===== config.mk =====
export PLATFORM = sky130hd
export DESIGN_NAME = rf_xbar
export DESIGN_NICKNAME = d
export VERILOG_FILES = /design/src/rtl/rf_xbar.sv
export SDC_FILE = /design/constraint.sdc
export NUM_CORES = 1
export LEC_CHECK = 0
export ABC_AREA = 1
export ABC_CLOCK_PERIOD_IN_PS = 4450
export CORE_AREA = 2 2 163 165
export DETAILED_ROUTE_END_ITERATION = 10
export DIE_AREA = 0 0 165 167
export DONT_BUFFER_PORTS = 1
export GPL_ROUTABILITY_DRIVEN = 0
export HOLD_SLACK_MARGIN = 0.1
export PLACE_DENSITY = 0.83
export SETUP_SLACK_MARGIN = 0.3
export SLEW_MARGIN = 20
export SYNTH_ARGS = -nofsm -noshare
export SYNTH_HDL_FRONTEND = slang
export SYNTH_SLANG_ARGS = --single-unit

===== constraint.sdc =====
create_clock -name clk -period 4.45 [get_ports clk]
set_clock_uncertainty 0.1 [all_clocks]
set_input_delay 0.6675 -clock clk [delete_from_list [all_inputs] [get_ports clk]]
set_output_delay 0.6675 -clock clk [all_outputs]
set_load 0.005 [all_outputs]

===== src/rtl/rf_xbar.sv =====
`default_nettype none
// ============================================================================
// Module   : rf_xbar
// Purpose  : Data register file R0..R(2**RF_ADDRSIZE-1) with its crossbar.
//            It has two combinational read ports (Rx, Ry) and one write port.
//            The write address and result source are captured in decode.
//            The result is selected from the execution units in execute and
//            written on the edge that closes the execute cycle.
// Build    : RF_WRT_FWD_EN (macro). When it is defined, an execute-to-decode
//            forwarding path bypasses the array for a pending write.
//            When it is undefined, reads come from the array only, and the
//            sequencer must stall on rf_ps_wrt_pend plus an address match.
// Ports    :
//   clk            in   system clock, rising edge
//   reset          in   asynchronous, active-low reset
//   ps_rf_rdx_add  in   Rx read address (decode cycle)
//   ps_rf_rdy_add  in   Ry read address (decode cycle)
//   ps_rf_wrt_en   in   decode instruction writes Rn
//   ps_rf_wrt_add  in   Rn destination address (decode cycle)
//   ps_rf_wrt_src  in   result source: 00 ALU, 01 MUL, 10 SHF, 11 bus
//   alu_xb_dt      in   ALU result (execute cycle)
//   mul_xb_dt      in   multiplier result (execute cycle)
//   shf_xb_dt      in   shifter result (execute cycle)
//   bus_rf_dt      in   bus/load data (execute cycle)
//   xb_dtx         out  Rx operand (combinational)
//   xb_dty         out  Ry operand (combinational)
//   rf_ps_wrt_pend out  a write is in its execute cycle
// Revision : 1.0 - initial release
// ============================================================================
module rf_xbar #(
  parameter int RF_DATASIZE = 16,
  parameter int RF_ADDRSIZE = 4
) (
  input  logic                   clk,
  input  logic                   reset,
  input  logic [RF_ADDRSIZE-1:0] ps_rf_rdx_add,
  input  logic [RF_ADDRSIZE-1:0] ps_rf_rdy_add,
  input  logic                   ps_rf_wrt_en,
  input  logic [RF_ADDRSIZE-1:0] ps_rf_wrt_add,
  input  logic [1:0]             ps_rf_wrt_src,
  input  logic [RF_DATASIZE-1:0] alu_xb_dt,
  input  logic [RF_DATASIZE-1:0] mul_xb_dt,
  input  logic [RF_DATASIZE-1:0] shf_xb_dt,
  input  logic [RF_DATASIZE-1:0] bus_rf_dt,
  output logic [RF_DATASIZE-1:0] xb_dtx,
  output logic [RF_DATASIZE-1:0] xb_dty,
  output logic                   rf_ps_wrt_pend
);

  localparam int         c_depth   = 2 ** RF_ADDRSIZE;
  localparam logic [1:0] c_src_alu = 2'b00;
  localparam logic [1:0] c_src_mul = 2'b01;
  localparam logic [1:0] c_src_shf = 2'b10;

  logic [RF_DATASIZE-1:0] r_regs [c_depth];
  logic                   r_wrt_en_q;
  logic [RF_ADDRSIZE-1:0] r_wrt_add_q;
  logic [1:0]             r_wrt_src_q;
  logic [RF_DATASIZE-1:0] w_wrt_dt;

  // Result source mux. Every encoding selects an input, so 11 falls to the bus.
  always_comb begin
    w_wrt_dt = bus_rf_dt;
    case (r_wrt_src_q)
      c_src_alu: w_wrt_dt = alu_xb_dt;
      c_src_mul: w_wrt_dt = mul_xb_dt;
      c_src_shf: w_wrt_dt = shf_xb_dt;
      default:   w_wrt_dt = bus_rf_dt;
    endcase
  end

  // The decode-stage write controls are captured every cycle, so a bubble
  // clears r_wrt_en_q. Reset clears r_wrt_en_q asynchronously, which drops
  // any write already in execute.
  always_ff @(posedge clk or negedge reset) begin
    if (!reset) begin
      r_wrt_en_q  <= 1'b0;
      r_wrt_add_q <= '0;
      r_wrt_src_q <= '0;
      for (int i = 0; i < c_depth; i++) begin
        r_regs[i] <= '0;
      end
    end else begin
      r_wrt_en_q  <= ps_rf_wrt_en;
      r_wrt_add_q <= ps_rf_wrt_add;
      r_wrt_src_q <= ps_rf_wrt_src;
      if (r_wrt_en_q) begin
        r_regs[r_wrt_add_q] <= w_wrt_dt;
      end
    end
  end

  assign rf_ps_wrt_pend = r_wrt_en_q;

`ifdef RF_WRT_FWD_EN
  // The execute-cycle result has not reached the array yet. Bypass it
  // straight to a read port that addresses the same register.
  logic w_fwd_x;
  logic w_fwd_y;

  assign w_fwd_x = r_wrt_en_q && (r_wrt_add_q == ps_rf_rdx_add);
  assign w_fwd_y = r_wrt_en_q && (r_wrt_add_q == ps_rf_rdy_add);
  assign xb_dtx  = w_fwd_x ? w_wrt_dt : r_regs[ps_rf_rdx_add];
  assign xb_dty  = w_fwd_y ? w_wrt_dt : r_regs[ps_rf_rdy_add];
`else
  assign xb_dtx  = r_regs[ps_rf_rdx_add];
  assign xb_dty  = r_regs[ps_rf_rdy_add];
`endif

endmodule
`default_nettype wire


Run 1, sequential cells grouped by signal name:
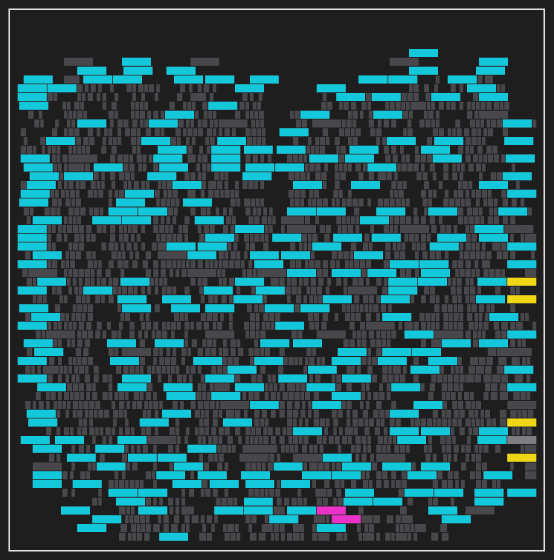
r_regs -> cyan  # flops 256, where spread over the die
r_wrt_add_q -> yellow  # flops 4
r_wrt_src_q -> magenta  # flops 2
not colored = 1

Run 1, gate-type map:
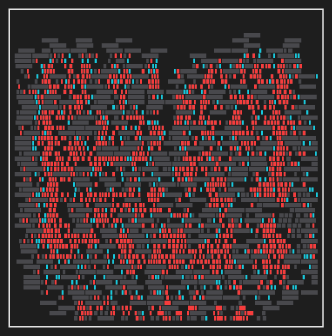
inverters -> cyan  # cells 287, most used inv_1, where spread over the die
NAND gates -> red  # cells 1310, most used nand2_1
combinational share of cell area: 44.1%
most frequent standard cell in the layout excluding fill and tap cells: sky130_fd_sc_hd__nand2_1
final cell count without fillers: 2586

==> COMMIT_EDITMSG, run 1 <==
Add synthesis and place-and-route results

* Xor+xnor area frac: 0%
* Synth cell types: 18
- In the power breakdown, the biggest contributor is sequential cells.
* Startpoint of the most critical register-to-register path: r_wrt_src_q[0]
* Largest net degree at the start of global routing: between 200 and 300
- The synthesis report lists the most area-consuming cells as sky130_fd_sc_hd__dfrtp_1, sky130_fd_sc_hd__nand3_1, sky130_fd_sc_hd__nand2_1, sky130_fd_sc_hd__o21ai_0, sky130_fd_sc_hd__inv_1.
- Met2 track utilization from global routing: about 56%
* Number of nets at the end of the flow: roughly 2300
- The worst path needs slightly below 3000 ps of the cycle, external delays included.
- Clock net power: approximately 2.4 mW
- Area reported by Yosys stat: roughly 16000 um^2
- Post-CTS setup buffer count: 0
- Top cell family by delay on the critical path: buffers and inverters
* Final worst path period share: 65.9%
- The first TritonRoute pass finished after 7 iterations.
- MUX area fraction: 0%
- Minimum setup slack after placement: roughly 1600 ps
- Most frequent CP cell: sky130_fd_sc_hd__nand3_1
- Register-to-Register Setup Slack: approximately 1800 ps
* Routed met2 length: around 22000 um
* Number of instances in the synthesized netlist: 2343
- Sum Neg Setup Slack: 0 ps
- Leaving out buffers and inverters, the combinational logic in the layout accounts for between 7000 and 8000 um^2.
- Fmax achieved: ~0.34 GHz
* Number of max-slew violations in the final report: 0
- Synth Flop Type: sky130_fd_sc_hd__dfrtp_1
- In this run the power spent charging and discharging nets is 2.45 mW.
- Detail-routed net length per standard cell: slightly below 20 um
- Yosys reports that the most numerous cell types are sky130_fd_sc_hd__nand2_1, sky130_fd_sc_hd__nand3_1, sky130_fd_sc_hd__inv_1.
- In this run the number of H-tree levels came out at 1.
- Power density relative to cell area: around 450 nW/um^2
* Buffers on Ports: 0
* CP Max Fanout: 33
- Highest routed metal layer: met4
- The largest individual stage delay along the critical path comes from the cell sky130_fd_sc_hd__clkinv_1.
- Syn avg cell area: approximately 6.7 um^2
* Number of nets with antenna violations after detailed routing: 0
- Per the layout area report, the sequential fraction of cell area is between 30% and 40%.
- The flow inserted 335 tap cells.
* Sequential area share after synthesis: roughly two fifths
* Status: finished with violations
- In the power breakdown, the internal column shows between 4 and 5 mW.
* Syn_nets: 2424
- The area taken by sequential standard cells is reported as around 6600 um^2.
* Placeable core region: between 20000 and 30000 um^2
- GR met3 Demand/Resource: between 10 and 15%
- Ranked by flip-flop count, first place goes to r_regs.
- The tree is rooted in a sky130_fd_sc_hd__clkbuf_16.
- Non-Clock Buffer Area Fraction: 1.63%
- The critical path in the final layout is reported with a setup slack of 1520 ps.
- Looking at the power breakdown, combinational cells take about 24% of the total.
- Synthesis inferred between 200 and 300 register bits.
- Power drawn by the combinational cells: about 1.8 mW
- The die is between 150 and 200 um tall.
- Multi-input gates: 1619
- Flip-flop count of the largest register after layout: roughly 260
* Worst setup path startpoint: ps_rf_rdy_add[2]
* Pwr Total: between 7 and 8 mW
- After filler insertion, the fill cell instance count of the layout stands at around 2300.
* Insertion delay to the later sink of the worst-skew pair: roughly 560 ps
- Leaving out the clock tree, the finished layout contains an inverter count of around 290.
* Overall die area: 27600 um^2
- Routed via count divided by cell count: about 6.2
* Violations in the final reports: hold timing
* Worst slew margin relative to its limit: between 30% and 40%
* Met3 wire length: between 6000 and 7000 um
* Top non-seq family: simple AND/OR/NAND/NOR gates
- Clock network contribution to total cell area: around 5.7%
- TritonCTS clock tree: built
* Initial antenna violation count: 0
- Seq cells: around 260
- Type of destination of the critical path: output pin
- Data required time of the critical path: 3680 ps
* Max_cap viols: 0
- Sort of element at the start of the critical path: input port
* Area of all placed cells without fillers: approximately 17000 um^2
- Init Core Util: 61.0%
- Post-synthesis cell count from yosys: approximately 2300
- The via count of the first global-routing pass is 15500.
- For this run, the script counts the antenna cells in the layout as 0.
- Post-CTS clock slew at the launch and capture registers of the worst setup and hold paths: around 60 ps
* Adder share: 0%
- In this design, the stage delay of the slowest critical-path cell is around 570 ps.
* Finished Core Util: between 60% and 70%
* Relative contribution of the clock network to total power: between 30% and 40%
- Tightest hold margin: -293 ps
- Crit path to: xb_dty[11]
* Worst setup path category: input port to output pin
- The first global-routing pass estimated a little over 80000 um of wire.
* Placed cells: ~2500
- Classification of the worst-slack hold path: input port to asynchronous set/reset pin
- Clock buffer count: 37
* Placement Rows: a little under 60
- Horizontal die dimension: about 170 um
* Number of flops mapped to enable cells by yosys: 0
- After Yosys synthesis, and, or, nand and nor cells account for approximately 38% of the synthesized area.
- Largest regs: r_regs (256), r_wrt_add_q (4), r_wrt_src_q (2)
- In this run the most used layer during global routing was met2.
* CTS hold repair buffers: 7
- The CTS log lists the clock sinks for this run as ~260.
* GRT Util Overall: between 30% and 40%
- Data on the critical path arrives at its endpoint at 2160 ps.
- Part of the total power dissipated in sequential elements: between 40% and 50%
- The most frequently used library cell after synthesis is sky130_fd_sc_hd__nand2_1.
- Total half-perimeter wirelength after legalization and detailed placement: around 30000 um
- The synthesized netlist occupies a cell area of 15700 um^2.
* Top Layout Cells: sky130_fd_sc_hd__nand2_1, sky130_fd_sc_hd__nand3_1, sky130_fd_sc_hd__inv_1
- The violation tally recorded at the end of detailed-routing iteration 0 is between 2000 and 2500.
- After detailed routing, the number of remaining DRC violations is 0.
* Placed Instance Area: between 15000 and 20000 um^2
* Tally of OpenROAD warnings: 34
- ~110 I/O pins were placed.
* Switching share of power: roughly a third
- For the worst flop-to-flop path, the logic depth is 4.
* Final setup viols: 0
- Count of cell instances traversed by the critical path: 5
- Per the final timing report, the hold violations number ~260.
- Peak supply drop: slightly above 0.4 mV
- The largest total area in the synthesized netlist belongs to sky130_fd_sc_hd__dfrtp_1.
- The number of clock buffers added by TritonCTS is 29.
- Together, buffers and inverters on the worst path number 2.
- Buffers from clock root to sink, at most: 3
Run 1, signal wires on met1:
Supply wires on this layer in gray.
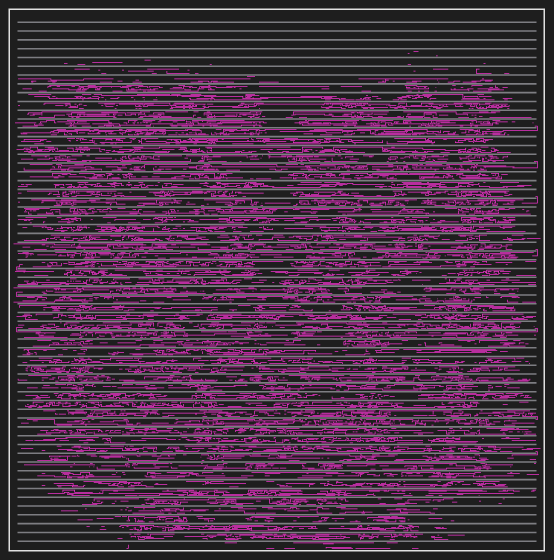
longest straight run = 45.5 um
share of all routed wire = 36%
main direction = horizontal
nets with wire on the layer = 2120
wire length on this layer = 17800 um
final WL: 50100 um
met1 global-route usage: 47.9%
count of vias placed by the detailed router: 16100

Run 1, clock wiring as the flow saved it:
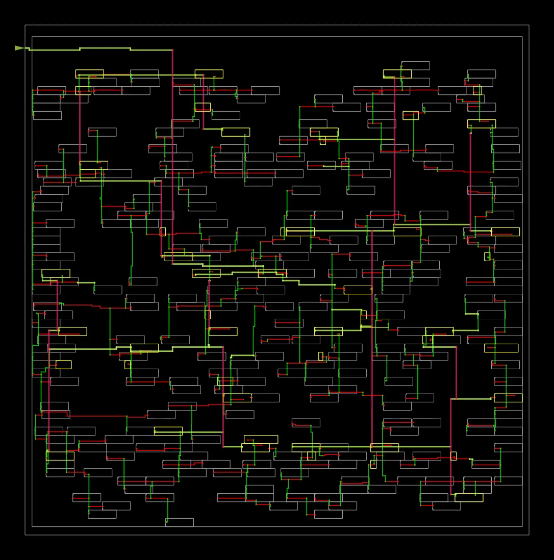

==> run 1 -> run 2 <==
ABC_CLOCK_PERIOD_IN_PS = 3000   (was 4450)
clock period = 3 ns   (was 4.45 ns; I/O delays follow)
Run 2, clock wiring as the flow saved it:
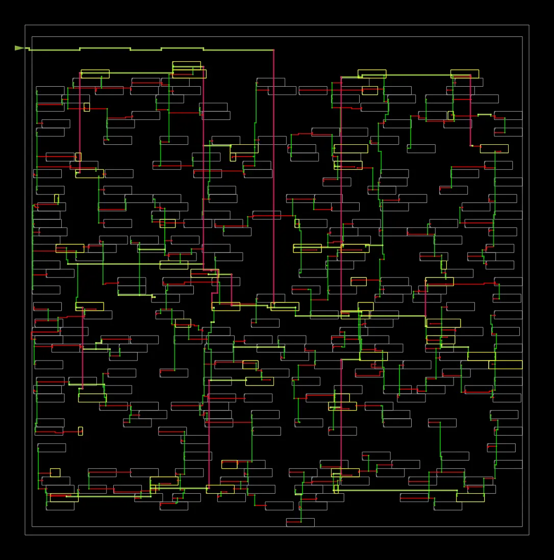
clock buffer count: 41
insertion delay to the later sink of the worst-skew pair: 540 ps

==> run 2 against run 1 <==
The flow still finishes with violations (hold timing). Critical endpoint is now r_regs[215]. Global-route usage increased by 1.2 points. Cell count grew 0.31%. Critical path depth down 1. Sequential power grew 49%. Setup slack worse by 890 ps. Design area increased by 1.0%.
==> COMMIT_EDITMSG, run 2 <==
Add synthesis and place-and-route results

* Synth Area in Simple Gates: 37.9% (unchanged)
* CTS H-Tree Depth: 1 (unchanged)
- Seq cells: 263 (unchanged)
- Final WL: 52700 um (+5.2%)
- The floorplan utilization came to 61.0% (unchanged).
- The net count after synthesis was 2424 (unchanged).
* Highest routed metal layer: met4
* CTS hold repair buffers: 7 (unchanged)
- The checks that failed: hold timing.
* Number of cells traversed by the worst register-to-register path: 4 (unchanged)
* Most crowded layer after global routing: met2
- The via count normalized by instance count came to 6.30 (+1.5%).
- The flow ran to the end, but the final reports show violations.
- Detail-routed net length per standard cell: 20.3 um (+4.9%)
- Well Taps: 335 (unchanged)
- Worst stage delay on the critical path: 750 ps (+180 ps)
- Multi-input gates: 1619 (unchanged)
- The relative slew slack is 52.5% (+20 points).
- First-pass GRT wire length: 82800 um (+2.3%)
- The number of placed cells counting well taps is 2535 (+0.24%).
* Syn avg cell area: 6.71 um^2 (unchanged)
- #FFs+latches synth: 263 (unchanged)
- Clock network contribution to total cell area: 6.02% (+0.36 points)
- Adder share: 0% (unchanged)
* Synth Flop Type: sky130_fd_sc_hd__dfrtp_1
- Number of nets with antenna violations after detailed routing: 0 (unchanged)
- Netlist Area Pre-Place: 15700 um^2 (unchanged)
- The number of antenna violations at the first check in global routing was 0 (unchanged).
* Largest net degree at the start of global routing: 264 (unchanged)
- The area of the placeable core was 25800 um^2 (unchanged).
* First-iteration detailed-routing DRC count: 2433 (+1.0%)
- The worst path uses between 70% and 80% of the clock period.
- The fraction of cell area in non-clock buffers came to 2.18% (+0.55 points).
- Most numerous cell types in the synthesized netlist: sky130_fd_sc_hd__nand2_1, sky130_fd_sc_hd__nand3_1, sky130_fd_sc_hd__inv_1
- Post-CTS clock slew at the launch and capture registers of the worst setup and hold paths: 60 ps (about the same)
* WP buf/inv: 0 (-2)
* MUX area fraction: 0% (unchanged)
- The arrival time at the worst endpoint is 2670 ps (+510 ps).
- Number of flops mapped to enable cells by yosys: 0 (unchanged)
- The final cell area excluding filler cells is 16800 um^2 (+1.0%).
- The most critical min-delay path falls under input port to asynchronous set/reset pin.
* Total half-perimeter wirelength after legalization and detailed placement: 29800 um (+1.2%)
* Time the final worst path needs with I/O delays and setup: 2370 ps
- Top power group: sequential cells
- Top non-seq family: simple AND/OR/NAND/NOR gates
- The remaining routing DRC violations is 0 (unchanged).
- The via count of the first global-routing pass came to 15800 (+2.1%).
* Most frequent standard cell in the layout excluding fill and tap cells: sky130_fd_sc_hd__nand2_1
- The met1 usage in global routing was 48.0% (about the same).
* Sort of element at the start of the critical path: flip-flop
- The non-clock inverter instance count of the final layout is 287 (unchanged).
* Post-route setup slack: 627 ps (-891 ps)
- Buffers from clock root to sink, at most: 3 (unchanged)
- Largest regs: r_regs (256), r_wrt_add_q (4), r_wrt_src_q (2)
- According to the timing report, the critical path is captured at r_regs[215].
- Finished Core Util: 65.1% (+0.65 points)
- Area taken by flip-flops and latches: 6580 um^2 (unchanged)
* Switching share of power: 32.3% (-0.64 points)
- Sw power: 3.64 mW (+49%)
- The post-CTS setup-driven buffer insertion count came to 0 (unchanged).
* Top cell family by delay on the critical path: simple AND/OR/NAND/NOR gates
- Placement Rows: 59 (unchanged)
- The number of vias in the routed layout is 16300 (+1.8%).
- Worst setup path startpoint: r_wrt_src_q[1]
- The die extent in y came to 167 um (unchanged).
- The clock sink count was 263 (unchanged).
- Final cell count without fillers: 2594 (+0.31%)
- The total number of nets in the final design came to 2319 (+0.26%).
* Tightest hold margin: -497 ps (-204 ps)
- Synth cell types: 18 (unchanged)
* Xor+xnor area frac: 0% (unchanged)
* Horizontal die dimension: 165 um (unchanged)
* Peak supply drop: 0.478 mV (+17%)
- The reported combinational group power was 2.71 mW (+50%).
* Combinational share of cell area: 43.6% (-0.43 points)
- The worst slack after detailed placement came to 518 ps (-1120 ps).
* Root buffer selected by CTS: sky130_fd_sc_hd__clkbuf_16
* Largest Register: r_regs
- The overall chip area was 27600 um^2 (unchanged).
- Number of max-slew violations in the final report: 0 (unchanged)
- Sum Neg Setup Slack: 0 ps (unchanged)
- The worst register-to-register path begins at r_wrt_src_q[1].
* Number of top-level pins: 114 (unchanged)
* Post-synth area hogs: sky130_fd_sc_hd__dfrtp_1, sky130_fd_sc_hd__nand3_1, sky130_fd_sc_hd__nand2_1, sky130_fd_sc_hd__o21ai_0, sky130_fd_sc_hd__inv_1
- The hold violation total from the final report is 263 (unchanged).
- CTS Buf Count: 29 (unchanged)
- The post-synthesis cell count from yosys came to 2343 (unchanged).
* Buffers on Ports: 0 (unchanged)
No activity file was given, so power comes from the tool's default toggle rates.
